$ cat config.mk
export PLATFORM = sky130hd
export DESIGN_NAME = imm_gen_pipe_flat
export DESIGN_NICKNAME = d
export VERILOG_FILES = /design/src/rtl/riscv_imm_pkg.sv /design/src/rtl/imm_gen_pipe_if.sv /design/src/rtl/imm_decode_core.sv /design/src/rtl/imm_gen_pipe.sv /design/src/flat_wrapper.sv
export SDC_FILE = /design/constraint.sdc
export NUM_CORES = 1
export LEC_CHECK = 0
export CORE_MARGIN = 4
export CORE_UTILIZATION = 26
export DETAILED_ROUTE_END_ITERATION = 6
export PLACE_DENSITY = 0.56
export SLEW_MARGIN = 15
export SYNTH_ARGS = -nofsm -noshare
export SYNTH_HDL_FRONTEND = slang
export SYNTH_SLANG_ARGS = --single-unit
export TNS_END_PERCENT = 100
$ cat constraint.sdc
create_clock -name clk -period 17.8 [get_ports clk]
set_input_delay 2.67 -clock clk [delete_from_list [all_inputs] [get_ports clk]]
set_output_delay 2.67 -clock clk [all_outputs]
set_load 0.005 [all_outputs]
$ cat src/rtl/riscv_imm_pkg.sv
// Shared types for the RISC-V immediate generator: format select codes and
// the occupancy states of its output buffer.
package riscv_imm_pkg;

  localparam int XLEN_DEFAULT = 32;

  typedef enum logic [2:0] {
    IMM_I     = 3'b000,
    IMM_S     = 3'b001,
    IMM_B     = 3'b010,
    IMM_J     = 3'b011,
    IMM_U     = 3'b100,
    IMM_SHAMT = 3'b101,
    IMM_ZIMM  = 3'b110,
    IMM_RSVD  = 3'b111
  } imm_src_e;

  typedef enum logic [1:0] {
    OCC_EMPTY = 2'b00,
    OCC_PART  = 2'b01,
    OCC_FULL  = 2'b10
  } occ_e;

endpackage

$ cat src/rtl/imm_gen_pipe_if.sv
// Upstream instruction handshake plus downstream immediate/target handshake.
// The master drives instructions and consumes results; the slave is the generator.
interface imm_gen_pipe_if #(
  parameter int XLEN = riscv_imm_pkg::XLEN_DEFAULT
);
  import riscv_imm_pkg::*;

  logic            in_valid;
  logic            in_ready;
  logic [31:0]     instr;
  imm_src_e        imm_src;
  logic [XLEN-1:0] pc;
  logic            flush;
  logic            out_valid;
  logic            out_ready;
  logic [XLEN-1:0] imm_ext;
  logic [XLEN-1:0] target;
  logic            illegal;

  modport master (
    output in_valid, instr, imm_src, pc, flush, out_ready,
    input  in_ready, out_valid, imm_ext, target, illegal
  );

  modport slave (
    input  in_valid, instr, imm_src, pc, flush, out_ready,
    output in_ready, out_valid, imm_ext, target, illegal
  );

endinterface

$ cat src/rtl/imm_decode_core.sv
// Purely combinational immediate decoder: extracts and extends the immediate
// field selected by imm_src from a 32-bit RISC-V instruction word.
module imm_decode_core
  import riscv_imm_pkg::*;
#(
  parameter int XLEN = XLEN_DEFAULT
) (
  input  logic [31:0]     instr,
  input  imm_src_e        imm_src,
  output logic [XLEN-1:0] imm,
  output logic            illegal
);

  // Signed raw fields: a size cast of a signed value replicates instr[31].
  logic signed [11:0] i_field;
  logic signed [11:0] s_field;
  logic signed [12:0] b_field;
  logic signed [20:0] j_field;
  logic signed [31:0] u_field;

  assign i_field = instr[31:20];
  assign s_field = {instr[31:25], instr[11:7]};
  assign b_field = {instr[31], instr[7], instr[30:25], instr[11:8], 1'b0};
  assign j_field = {instr[31], instr[19:12], instr[20], instr[30:21], 1'b0};
  assign u_field = {instr[31:12], 12'b0};

  // NOTE: every output gets a default first so no path leaves it unassigned (no latch).
  always_comb begin
    imm     = '0;
    illegal = 1'b0;
    unique case (imm_src)
      IMM_I:     imm = XLEN'(i_field);
      IMM_S:     imm = XLEN'(s_field);
      IMM_B:     imm = XLEN'(b_field);
      IMM_J:     imm = XLEN'(j_field);
      IMM_U:     imm = XLEN'(u_field);
      IMM_SHAMT: imm = (XLEN == 64) ? XLEN'(instr[25:20]) : XLEN'(instr[24:20]);
      IMM_ZIMM:  imm = XLEN'(instr[19:15]);
      IMM_RSVD:  illegal = 1'b1;
      default:   illegal = 1'b1;
    endcase
  end

endmodule

$ cat src/rtl/imm_gen_pipe.sv
// Immediate generator with a DEPTH-entry output FIFO: decodes the immediate and
// branch/jump target at accept time and presents them one cycle later.
module imm_gen_pipe
  import riscv_imm_pkg::*;
#(
  parameter int XLEN  = XLEN_DEFAULT,
  parameter int DEPTH = 2
) (
  input logic           clk,
  input logic           rst_n,
  imm_gen_pipe_if.slave bus
);

  localparam int PTR_W = (DEPTH > 1) ? $clog2(DEPTH) : 1;

  typedef struct packed {
    logic [XLEN-1:0] imm;
    logic [XLEN-1:0] target;
    logic            illegal;
  } entry_t;

  occ_e             occ;
  occ_e             occ_next;
  logic [PTR_W-1:0] wr_ptr;
  logic [PTR_W-1:0] rd_ptr;
  logic             ready_q;
  logic             has_entry;
  logic             do_accept;
  logic             do_release;
  logic [XLEN-1:0]  dec_imm;
  logic             dec_illegal;
  entry_t           wr_entry;
  entry_t           mem [DEPTH];

  function automatic logic [PTR_W-1:0] ptr_inc(input logic [PTR_W-1:0] p);
    return (p == PTR_W'(DEPTH - 1)) ? '0 : p + 1'b1;
  endfunction

  imm_decode_core #(.XLEN(XLEN)) u_decode (
    .instr   (bus.instr),
    .imm_src (bus.imm_src),
    .imm     (dec_imm),
    .illegal (dec_illegal)
  );

  // Flush dominates: neither side of the handshake completes in a flush cycle.
  assign has_entry  = (occ != OCC_EMPTY);
  assign do_accept  = bus.in_valid && ready_q && !bus.flush;
  assign do_release = has_entry && bus.out_ready && !bus.flush;
  assign bus.in_ready = ready_q;

  // NOTE: sequential state uses non-blocking assignments so every register samples pre-edge values.
  always_ff @(posedge clk or negedge rst_n) begin
    if (!rst_n) begin
      occ     <= OCC_EMPTY;
      wr_ptr  <= '0;
      rd_ptr  <= '0;
      ready_q <= 1'b0;
    end else begin
      occ     <= occ_next;
      ready_q <= (occ_next != OCC_FULL);
      if (bus.flush) begin
        wr_ptr <= '0;
        rd_ptr <= '0;
      end else begin
        if (do_accept)  wr_ptr <= ptr_inc(wr_ptr);
        if (do_release) rd_ptr <= ptr_inc(rd_ptr);
      end
    end
  end

  always_comb begin
    occ_next = occ;
    if (bus.flush) begin
      occ_next = OCC_EMPTY;
    end else if (do_accept && !do_release) begin
      occ_next = (occ == OCC_EMPTY && DEPTH == 2) ? OCC_PART : OCC_FULL;
    end else if (do_release && !do_accept) begin
      occ_next = (occ == OCC_FULL && DEPTH == 2) ? OCC_PART : OCC_EMPTY;
    end
  end

  always_comb begin
    bus.out_valid = 1'b0;
    bus.imm_ext   = '0;
    bus.target    = '0;
    bus.illegal   = 1'b0;
    if (has_entry) begin
      bus.out_valid = 1'b1;
      bus.imm_ext   = mem[rd_ptr].imm;
      bus.target    = mem[rd_ptr].target;
      bus.illegal   = mem[rd_ptr].illegal;
    end
  end

  assign wr_entry = '{imm: dec_imm, target: bus.pc + dec_imm, illegal: dec_illegal};

  // NOTE: storage is not reset; outputs are masked by occupancy, so stale words never escape.
  always_ff @(posedge clk) begin
    if (do_accept) mem[wr_ptr] <= wr_entry;
  end

endmodule

$ cat src/flat_wrapper.sv
// flat-port wrapper written by rule: the top's interface ports become plain ports
module imm_gen_pipe_flat import riscv_imm_pkg::*;
#(
  parameter int XLEN  = XLEN_DEFAULT,
  parameter int DEPTH = 2
)
  (clk, rst_n, bus_in_valid, bus_instr, bus_imm_src, bus_pc, bus_flush, bus_out_ready, bus_in_ready, bus_out_valid, bus_imm_ext, bus_target, bus_illegal);
  imm_gen_pipe_if #(.XLEN(XLEN)) bus_i ();
  input logic clk;
  input logic rst_n;
  input wire logic [$bits(bus_i.in_valid)-1:0] bus_in_valid;
  input wire logic [$bits(bus_i.instr)-1:0] bus_instr;
  input wire logic [$bits(bus_i.imm_src)-1:0] bus_imm_src;
  input wire logic [$bits(bus_i.pc)-1:0] bus_pc;
  input wire logic [$bits(bus_i.flush)-1:0] bus_flush;
  input wire logic [$bits(bus_i.out_ready)-1:0] bus_out_ready;
  output wire logic [$bits(bus_i.in_ready)-1:0] bus_in_ready;
  output wire logic [$bits(bus_i.out_valid)-1:0] bus_out_valid;
  output wire logic [$bits(bus_i.imm_ext)-1:0] bus_imm_ext;
  output wire logic [$bits(bus_i.target)-1:0] bus_target;
  output wire logic [$bits(bus_i.illegal)-1:0] bus_illegal;
  assign bus_i.in_valid = bus_in_valid;
  assign bus_i.instr = bus_instr;
  assign bus_i.imm_src = bus_imm_src;
  assign bus_i.pc = bus_pc;
  assign bus_i.flush = bus_flush;
  assign bus_i.out_ready = bus_out_ready;
  assign bus_in_ready = bus_i.in_ready;
  assign bus_out_valid = bus_i.out_valid;
  assign bus_imm_ext = bus_i.imm_ext;
  assign bus_target = bus_i.target;
  assign bus_illegal = bus_i.illegal;
  imm_gen_pipe #(.XLEN(XLEN), .DEPTH(DEPTH)) u_core (.clk(clk), .rst_n(rst_n), .bus(bus_i));
endmodule
Power grid:
Scale: 3 px per µm. Pins as bars on the die edge.
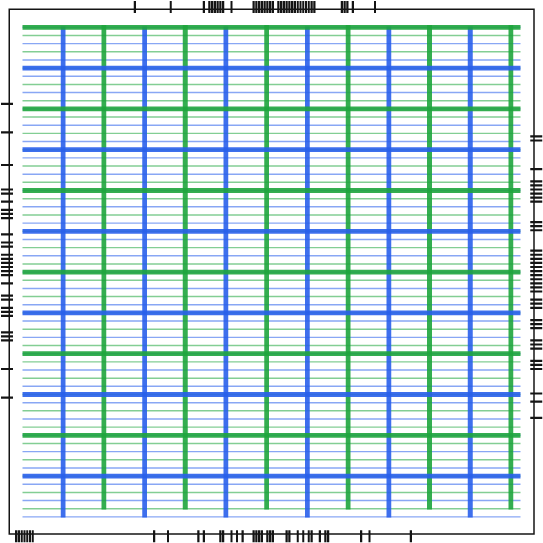
[green] VDD
[blue] VSS
met1 rails: 61
met4 straps: 12
met5 straps: 12
signal pins: 139
rows: 60

Signal metal coverage by tile:
Scale: 2 px per µm. 35 x 35 tiles, from dark purple (low) to yellow (high), scaled to the fullest tile. Values are wire area over tile area, all layers added.
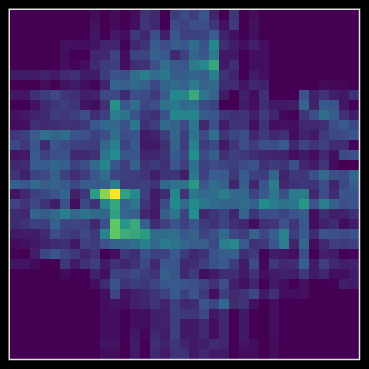
mean over tiles: 0.11
fullest tile: 0.72
nearly empty tiles: 26%
emptiest ninth of the die: bottom left
tiles over half the peak: 1.5%

Sizing map:
Scale: 1.5 px per µm.
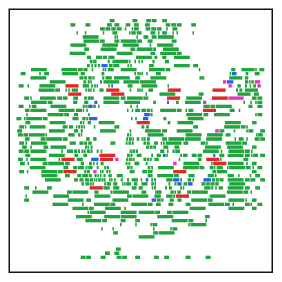
[green] drive 1 or less | cells: 711
[red] drive 6 and up | cells: 19
[blue] drive 2 | cells: 19
[magenta] drive 3 to 4 | cells: 10

A small window of the routed layout:
Region (62, 97) to (112, 147) µm. Cells in gray, sequential cells in the stronger gray; small squares are vias.
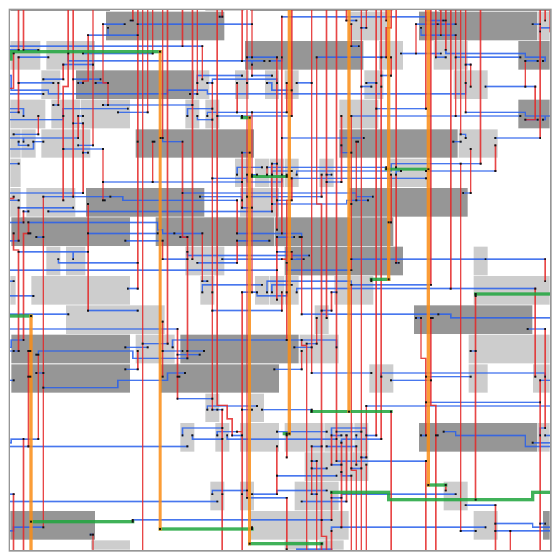
[blue] met1
[red] met2
[green] met3
[orange] met4
cells with their middle in the window: 85
netlist names of flops here include: u_core.mem (19)
sequential cells in the window: 19
most frequent: nand2_1 (21), edfxtp_1 (19), mux2i_1 (7)

==> flow.log <==
[flow] collecting metrics
[metrics] power in combinational cells: 0.182 mW
[metrics] switching part of the total power: 0.2600
[metrics] main logic family after synthesis: AND-OR/OR-AND gates
[metrics] global-route met2 utilization: 0.2142
[metrics] synthesized area: 7199 µm²
[metrics] Worst-Skew Late Latency: 0.42 ns
[metrics] Post-Place Cell Area: 8915 µm²
[metrics] Area Growth Syn to Fin: 31.49%
[metrics] total core area: 27100 µm²
[metrics] clock buffer count: 22
[metrics] switching pwr: 0.2339 mW
[metrics] GRT Resource Usage Total: 0.1319
[metrics] synthesized-area fraction occupied by and/or/nand/nor cells: 0.1072
[metrics] Synth top cells by count: 130 x sky130_fd_sc_hd__edfxtp_1, 89 x sky130_fd_sc_hd__nor2_1, 69 x sky130_fd_sc_hd__mux2i_1
[metrics] post-route setup TNS: 0 ns
[metrics] Crit. Startpoint: bus_imm_src[2]
[metrics] Stages on worst setup path: 13
[metrics] number of clock sinks seen by CTS: 135
[metrics] share of the core filled by cells before placement: 0.2657
[metrics] slack of the worst reg-to-reg path: 15.91 ns
[metrics] total half-perimeter wirelength after legalization and detailed placement: 14670 µm
[metrics] Max rail drop VDD: 0.04497 mV
[metrics] net count of the finished layout: 850
[metrics] FF-to-FF End: u_core.mem[1][21]
[metrics] Final Setup Violations: 0
[metrics] outcome: complete, no violations
[metrics] residual overflow from global routing: 0
[metrics] power density over the cells: 95.04 nW/µm²
[metrics] min Tclk post-route: 6.669 ns
[metrics] clock tree from TritonCTS: built
[metrics] Pre-Repair DR Iteration Count: 4
[metrics] standard cell with the maximum stage delay on the critical path: sky130_fd_sc_hd__nor2b_1
[metrics] max-slew violations: 0
[metrics] root buffer selected by CTS: sky130_fd_sc_hd__clkbuf_16
[metrics] origin of the worst min-delay path: u_core.wr_ptr
[metrics] tally of buffers added on design ports: 131
[metrics] cts repair resizes: 0
[metrics] cell-by-cell listing of the critical path: clkdlybuf4s50_1, buf_4, nor2b_1, nor2b_1, o21ai_0, o21ai_0, ha_1, nand2_1, o21ai_0, a221oi_2, a32oi_2, a31oi_1, xor2_1
Power and IR drop assume default switching activity.
